===== config.mk =====
export PLATFORM = sky130hd
export DESIGN_NAME = hazard_stall_unit
export DESIGN_NICKNAME = d
export VERILOG_FILES = /design/src/rtl/hazard_pkg.sv /design/src/rtl/hazard_perf_cnt.sv /design/src/rtl/hazard_stall_unit.sv
export SDC_FILE = /design/constraint.sdc
export NUM_CORES = 1
export LEC_CHECK = 0
export ABC_CLOCK_PERIOD_IN_PS = 4400
export CORE_MARGIN = 2
export CORE_UTILIZATION = 36
export DETAILED_ROUTE_END_ITERATION = 10
export GPL_TIMING_DRIVEN = 0
export PLACE_DENSITY_LB_ADDON = 0.1
export SLEW_MARGIN = 20
export SYNTH_ARGS = -nofsm -noshare
export SYNTH_HDL_FRONTEND = slang
export SYNTH_SLANG_ARGS = --single-unit

===== constraint.sdc =====
create_clock -name clk -period 4.4 [get_ports clk]
set_clock_uncertainty 0.1 [all_clocks]
set_input_delay 0.66 -clock clk [delete_from_list [all_inputs] [get_ports clk]]
set_output_delay 0.66 -clock clk [all_outputs]
set_load 0.01 [all_outputs]

===== src/rtl/hazard_pkg.sv =====
// rtl/hazard_pkg.sv - shared state encoding and hazard-class indices for the ID-stage hazard/stall unit
package hazard_pkg;

    typedef enum logic [1:0] {
        ST_RUN    = 2'd0,
        ST_STALL2 = 2'd1,
        ST_FREEZE = 2'd2
    } hz_state_t;

    localparam int REG_ZERO = 0;

    // Bit positions in the per-cycle hazard vector
    localparam int HZ_LU   = 0;
    localparam int HZ_BALU = 1;
    localparam int HZ_BLD  = 2;
    localparam int HZ_BMEM = 3;
    localparam int HZ_N    = 4;

endpackage


===== src/rtl/hazard_perf_cnt.sv =====
// rtl/hazard_perf_cnt.sv - stall/freeze/flush event counters, free-running and wrapping
module hazard_perf_cnt #(
    parameter int CNT_W = 32
) (
    input  logic             clk,
    input  logic             rst_n,
    input  logic             stall_en,
    input  logic             freeze_en,
    input  logic             flush_en,
    output logic [CNT_W-1:0] stall_cycles,
    output logic [CNT_W-1:0] freeze_cycles,
    output logic [CNT_W-1:0] flush_count
);

    always_ff @(posedge clk) begin
        if (!rst_n) begin
            stall_cycles  <= '0;
            freeze_cycles <= '0;
            flush_count   <= '0;
        end else begin
            if (stall_en)  stall_cycles  <= stall_cycles  + 1'b1;
            if (freeze_en) freeze_cycles <= freeze_cycles + 1'b1;
            if (flush_en)  flush_count   <= flush_count   + 1'b1;
        end
    end

endmodule


===== src/rtl/hazard_stall_unit.sv =====
// rtl/hazard_stall_unit.sv - ID-stage load-use/branch hazard detector with dmem freeze and watchdog
// Optional perf counters enabled by defining HAZARD_PERF_CNT_EN.
module hazard_stall_unit
    import hazard_pkg::*;
#(
    parameter int REG_W      = 5,
    parameter int MAX_FREEZE = 255,
    parameter int CNT_W      = 32
) (
    input  logic             clk,
    input  logic             rst_n,
    input  logic [REG_W-1:0] IF_ID_rs,
    input  logic [REG_W-1:0] IF_ID_rt,
    input  logic             ID_uses_rt,
    input  logic             ID_branch,
    input  logic             branch_taken,
    input  logic [REG_W-1:0] ID_EX_r,
    input  logic             ID_EX_register_write,
    input  logic             ID_EX_mem_read,
    input  logic [REG_W-1:0] EX_MEM_r,
    input  logic             EX_MEM_mem_read,
    input  logic             dmem_busy,
    output logic             PC_write,
    output logic             IF_ID_write,
    output logic             ID_EX_bubble,
    output logic             IF_ID_flush,
    output logic             pipe_freeze,
    output logic             freeze_timeout,
    output logic [CNT_W-1:0] stall_cycles,
    output logic [CNT_W-1:0] freeze_cycles,
    output logic [CNT_W-1:0] flush_count
);

    localparam int FC_W = $clog2(MAX_FREEZE + 1);
    localparam logic [REG_W-1:0] ZERO_R = REG_W'(REG_ZERO);

    hz_state_t       state, state_next;
    hz_state_t       ret, ret_next;
    logic [FC_W-1:0] fcnt;
    logic            ex_match, mem_match;
    logic [HZ_N-1:0] hz;

    assign ex_match  = (ID_EX_r != ZERO_R) &&
                       ((ID_EX_r == IF_ID_rs) || (ID_uses_rt && (ID_EX_r == IF_ID_rt)));
    assign mem_match = (EX_MEM_r != ZERO_R) &&
                       ((EX_MEM_r == IF_ID_rs) || (ID_uses_rt && (EX_MEM_r == IF_ID_rt)));

    // An ALU result in EX is forwardable to EX but not to a branch compared in ID
    assign hz[HZ_LU]   = ID_EX_mem_read && ex_match;
    assign hz[HZ_BALU] = ID_branch && ID_EX_register_write && !ID_EX_mem_read && ex_match;
    assign hz[HZ_BLD]  = ID_branch && ID_EX_mem_read && ex_match;
    assign hz[HZ_BMEM] = ID_branch && EX_MEM_mem_read && mem_match;

    always_ff @(posedge clk) begin
        if (!rst_n) begin
            state <= ST_RUN;
            ret   <= ST_RUN;
        end else begin
            state <= state_next;
            ret   <= ret_next;
        end
    end

    always_comb begin
        state_next   = state;
        ret_next     = ret;
        PC_write     = 1'b1;
        IF_ID_write  = 1'b1;
        ID_EX_bubble = 1'b0;
        IF_ID_flush  = 1'b0;
        pipe_freeze  = 1'b0;
        case (state)
            ST_RUN: begin
                if (dmem_busy) begin
                    state_next = ST_FREEZE;
                    ret_next   = ST_RUN;
                end else if (|hz) begin
                    PC_write     = 1'b0;
                    IF_ID_write  = 1'b0;
                    ID_EX_bubble = 1'b1;
                    if (hz[HZ_BLD]) state_next = ST_STALL2;
                end else if (branch_taken) begin
                    IF_ID_flush = 1'b1;
                end
            end
            ST_STALL2: begin
                if (dmem_busy) begin
                    state_next = ST_FREEZE;
                    ret_next   = ST_STALL2;
                end else begin
                    PC_write     = 1'b0;
                    IF_ID_write  = 1'b0;
                    ID_EX_bubble = 1'b1;
                    state_next   = ST_RUN;
                end
            end
            ST_FREEZE: begin
                pipe_freeze = 1'b1;
                PC_write    = 1'b0;
                IF_ID_write = 1'b0;
                if (!dmem_busy) state_next = ret;
            end
            default: state_next = ST_RUN;
        endcase
    end

    // Freeze watchdog: counter saturates, flag stays set until reset
    always_ff @(posedge clk) begin
        if (!rst_n) begin
            fcnt           <= '0;
            freeze_timeout <= 1'b0;
        end else if (state == ST_FREEZE) begin
            if (!dmem_busy) begin
                fcnt <= '0;
            end else begin
                if (fcnt != FC_W'(MAX_FREEZE)) fcnt <= fcnt + 1'b1;
                if (fcnt >= FC_W'(MAX_FREEZE - 1)) freeze_timeout <= 1'b1;
            end
        end
    end

`ifdef HAZARD_PERF_CNT_EN
    hazard_perf_cnt #(
        .CNT_W(CNT_W)
    ) u_perf_cnt (
        .clk          (clk),
        .rst_n        (rst_n),
        .stall_en     (ID_EX_bubble),
        .freeze_en    (pipe_freeze),
        .flush_en     (IF_ID_flush),
        .stall_cycles (stall_cycles),
        .freeze_cycles(freeze_cycles),
        .flush_count  (flush_count)
    );
`else
    assign stall_cycles  = '0;
    assign freeze_cycles = '0;
    assign flush_count   = '0;
`endif

endmodule


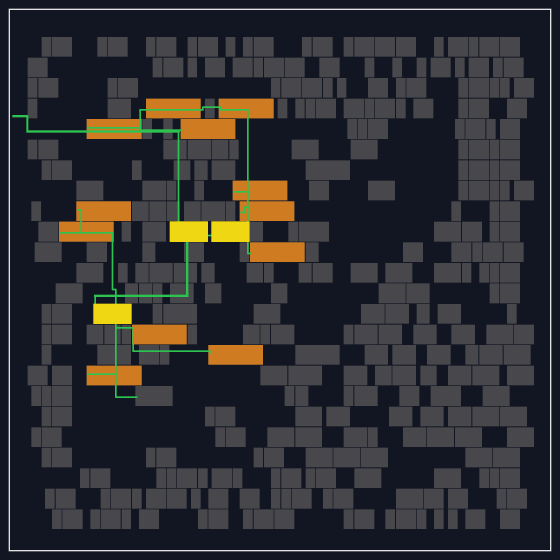
Fig. 1. Clock distribution (run 1).
[orange] flip-flops | count: 12
[yellow] clock drivers | count: 3
[green] clock wires | length: 174 microns
routed clock nets: 4
share of power burned in the clock network: 29.3%
Clock Latency Late Sink: 0.24 ns
Clock group: 119 uW

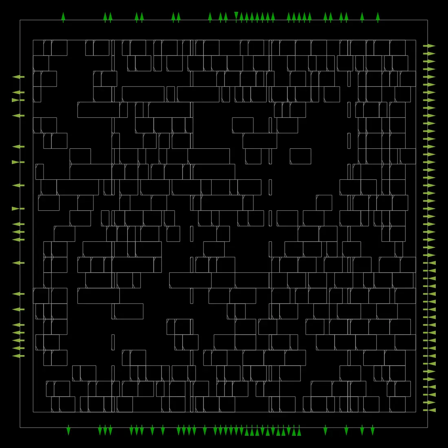
Fig. 2. Cell placement (run 1).
number of fillers in the final layout: 420
Floorplan Core Area: 4384 sq um
Tapcell Cnt: 52
row count: 24

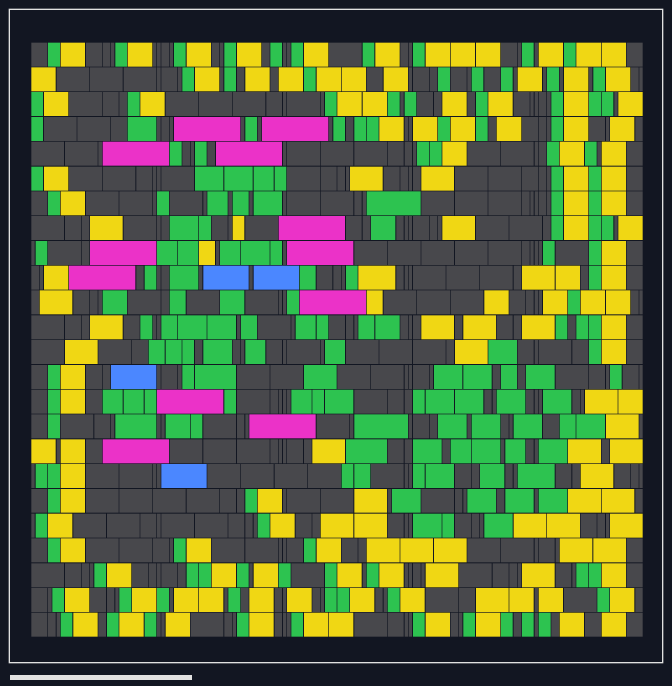
Fig. 3. Placement by cell class (run 1).
Bar = 20 microns. Fill, decap, tap and diode cells in grey.
[yellow] other buffers and delay cells | cells: 135
[green] combinational and other logic | cells: 188
[blue] clock drivers and dummy loads | cells: 4
[magenta] flops | cells: 12

==> notes.md, run 1 <==
The flow ran to the end, and the final reports show no timing, DRC or antenna violations. The tools report the startpoint type of the worst setup path as a primary input. The count of nets after finishing is 371.

The largest individual stage delay along the critical path comes from the cell sky130_fd_sc_hd__clkdlybuf4s50_1. The stage delay of the slowest cell on the critical path was 0.54 ns; the distinct cell type count of the synthesized netlist was 39. The capture point of the critical path was reported as PC_write. The run gives 40.41% for the multi-input logic portion of the cell area. Type of the tightest min-delay check: reg2reg. After layout, the design draws a total of 406.3 uW. The worst flop-to-flop path endpoint is fcnt[6]$_SDFFE_PN0P_. Yosys attributes the largest share of cell area to sky130_fd_sc_hd__buf_4 (44%), sky130_fd_sc_hd__dfxtp_1 (15%), sky130_fd_sc_hd__xor2_1 (12%). The switching part of the total power works out to 29.40%. Walking the worst path, the cells encountered are clkdlybuf4s50_1 -> or4_1 -> nor2_1 -> o32ai_2 -> o31ai_1 -> buf_4 -> clkdlybuf4s50_1. Most frequently used cell type in the post-synthesis netlist: sky130_fd_sc_hd__buf_4.

Summing the areas of all and, or, nand and nor instances in the mapped netlist gives 13.49% of the synthesized area. Maximum achievable frequency: 267.4 MHz. Ranked by power, first place goes to combinational cells.

For the worst slack on hold paths, the log shows 0.3680 ns. The largest total area in the synthesized netlist belongs to sky130_fd_sc_hd__buf_4. According to the timing report, the data required time at the worst endpoint equals 3.64 ns. The count of nets left with antenna violations once routing finished came out at 0. Number of stages on the worst setup path: 7. The critical path contains buffers and inverters numbering 3 combined. Post-route period utilization is reported as 84.98%.

For this design the top-level I/O count stands at 131. The run gives 2.75 ns as the reg-to-reg setup timing slack. Per the layout report, the design carries 3 non-clock inverters. Count of pins over their slew limit: 0.

Summed over all nets, wire length on met2 after detailed routing comes to 1.523 mm. The synthesis report gives the async set-or-reset register share as 0%. Entering global routing, the biggest net connects 11 pins. Per the OpenROAD floorplan log, the width of the die is 71.53 microns. The run gives 3.739 ns for the post-route minimum period. The endpoint class of the critical path was an output pin. The Yosys step of the flow raised 0 warnings. Per the final timing report, the hold violations number 0. The flow reports power dissipated in combinational cells as 177 uW. The synthesis run shows the most used standard cells to be sky130_fd_sc_hd__buf_4 (97), sky130_fd_sc_hd__xor2_1 (22), sky130_fd_sc_hd__nor2_1 (14). Power per standard cell area: 165.3 nW/um^2.

Detailed placement reports a standard cell area of 2404 sq um. The run gives 0 for the count of instances resized after the clock tree is built. Kind of critical path: in2out.

The first global-routing pass estimated 5.030 mm of wire. The routed design shows a wire length per standard cell of 8.330 microns. Per the detailed-route log, wirelength across all metal layers totals 3.257 mm. Recorded from the global router log, the overflow total was 0. Final cell count without fillers: 391. The count of library flops with an enable pin came out at 0. Summing the sequential cell areas from Yosys gives 14.63% of the chip area. In the final layout, the registers with the most flip-flops are fcnt x8, state x2. Global routing used 21.09% of the available met2 tracks. The sequential portion of the cell area was 9.771%. The final antenna diode tally reported by the flow is 0. After its last routability iteration, the placer logged a weighted congestion of 0.7743. In this run, the synthesized area fraction spent on xor and xnor cells is recorded as 13.87%. The die covers 5116 sq um. The clock network takes up 2.239% of total cell area after layout. The final non-filler cell area was 2459 sq um.
## Run 2: what changed since run 1
--- a/config.mk
+++ b/config.mk
@@ -5,9 +5,9 @@
 export SDC_FILE = /design/constraint.sdc
 export NUM_CORES = 1
 export LEC_CHECK = 0
-export ABC_CLOCK_PERIOD_IN_PS = 4400
+export ABC_CLOCK_PERIOD_IN_PS = 3200
 export CORE_MARGIN = 2
-export CORE_UTILIZATION = 36
+export CORE_UTILIZATION = 30
 export DETAILED_ROUTE_END_ITERATION = 10
 export GPL_TIMING_DRIVEN = 0
 export PLACE_DENSITY_LB_ADDON = 0.1
==> constraint.sdc (replaced) <==
create_clock -name clk -period 3.2 [get_ports clk]
set_clock_uncertainty 0.1 [all_clocks]
set_input_delay 0.48 -clock clk [delete_from_list [all_inputs] [get_ports clk]]
set_output_delay 0.48 -clock clk [all_outputs]
set_load 0.01 [all_outputs]
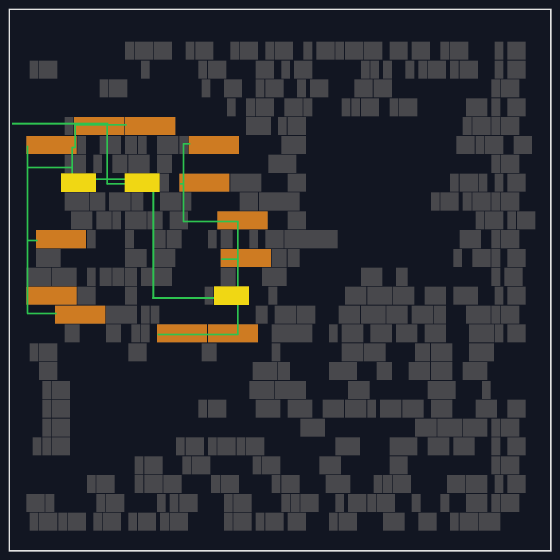
Fig. 4. Clock distribution (run 2).
[orange] flip-flops | count: 12
[yellow] clock drivers | count: 3
[green] clock wires | length: 172 microns
routed clock nets: 4
share of power burned in the clock network: 25.1%
Clock group: 133 uW

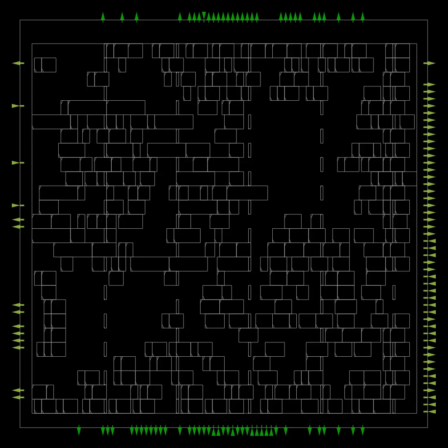
Fig. 5. Cell placement (run 2).
Core Util, Final: 48.25%
final std cells w/o fill: 412
Floorplan Core Area: 5205 sq um
Tapcell Cnt: 70
register fraction of the total cell area: 9.566%

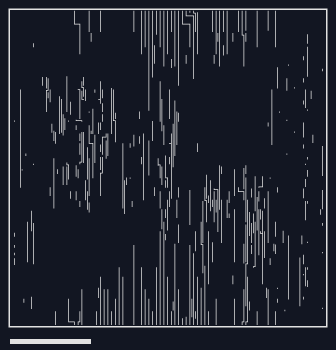
Fig. 6. Metal 2 (run 2).
Bar = 20 microns.
longest straight run: 25.3 microns
nets with wire on the layer: 261
main direction: vertical
total number of vias: 1350
final wirelength: 3.439 mm
global-route met2 utilization: 18.71%

==> notes.md, run 2 <==
The run finished with clean final reports. Dividing the final minimum period by the clock period gives 96.25%. The combinational gate power was 244 uW (was 177 uW); the antenna cell count was 0 (unchanged).

The tools report the placer congestion estimate as 0.8005 (was 0.7743). The run gives 1.644% (was 2.239%) for the share of final layout cell area taken by clock buffers and inverters. Largest registers ranked by flip-flop count: fcnt x8, state x2 (unchanged). The run gives 2.62 ns (was 3.64 ns) as the required time at the endpoint of the critical path. The run gives 0% (unchanged) for the share of flip-flops with an asynchronous set or reset. The horizontal die size is 77.97 microns (was 71.53 microns), and the count of instances resized after the clock tree is built is 16 (was 0). Worst flop-to-flop path endpoint: fcnt[6]$_SDFFE_PN0P_ (unchanged). The multi-input logic portion of the cell area is 40.56% (was 40.41%). The wire length of the first global-routing pass came out at 5.278 mm (was 5.030 mm). Worst-path cell with the longest stage delay: sky130_fd_sc_hd__clkdlybuf4s50_1 (unchanged). The run gives 2426 sq um (was 2404 sq um) for the standard cell area after detailed placement. The final non-filler cell area was 2511 sq um (was 2459 sq um); the non-clock inverter instance count of the final layout was 3 (unchanged). The run gives 0.54 ns (about the same) for the stage delay of the slowest cell on the critical path.

The cell type contributing the most total cell area after synthesis is sky130_fd_sc_hd__buf_4 (unchanged). The run gives 0 (unchanged) for the count of library flops with an enable pin. The count of buffering cells on the critical path with inverters included is 4 (was 3), and the count of pins over their slew limit is 0 (unchanged). Mean routed wirelength per cell: 8.347 microns (was 8.330 microns).

The tools report the largest net degree at the start of global routing as 11 (unchanged). The fill cell instance count of the final layout is 532 (was 420). The total power consumption of the routed design is 529.9 uW (was 406.3 uW), and the number of placement rows is 26 (was 24). The dominant power group is combinational cells (unchanged). The most frequently used cell type in the post-synthesis netlist was sky130_fd_sc_hd__buf_4 (unchanged).

The worst setup path endpoint is IF_ID_flush (was PC_write). The area fraction in xor and xnor cells is 13.87% (unchanged), and the part of the Yosys area used for sequential elements is 14.63% (unchanged). The number of stages on the worst setup path was 9 (was 7). The run gives 0 (unchanged) for the number of nets still failing antenna checks after routing.

Cells traversed along the worst timing path: clkdlybuf4s50_1 -> xor2_1 -> nor4_1 -> a32oi_1 -> o32ai_2 -> buf_4 -> buf_4 -> nor4bb_2 -> clkdlybuf4s15_1 (was clkdlybuf4s50_1 -> or4_1 -> nor2_1 -> o32ai_2 -> o31ai_1 -> buf_4 -> clkdlybuf4s50_1). The power per standard cell area is 211.0 nW/um^2 (was 165.3 nW/um^2). With the total die size at 6079 sq um (was 5116 sq um), the reg-to-reg setup timing slack is 1.57 ns (was 2.75 ns). With the hold violation total from the final report at 0 (unchanged), the residual overflow from global routing is 0 (unchanged). Distinct cell type count of the synthesized netlist: 39 (unchanged). Type of the tightest min-delay check: reg2reg (unchanged).

The run gives 0.3733 ns (was 0.3680 ns) for the worst slack on hold paths. The top layer reached by signal wires is met4 (unchanged). Static timing analysis puts the maximum clock frequency at 324.7 MHz. The number of top-level pins was 131 (unchanged). Commonest cells in the netlist: sky130_fd_sc_hd__buf_4 (97), sky130_fd_sc_hd__xor2_1 (22), sky130_fd_sc_hd__nor2_1 (14) (unchanged). The switching part of the total power was 30.80% (was 29.40%). The tools report the number of warnings issued by yosys as 0 (unchanged).
Power and IR drop assume default switching activity.
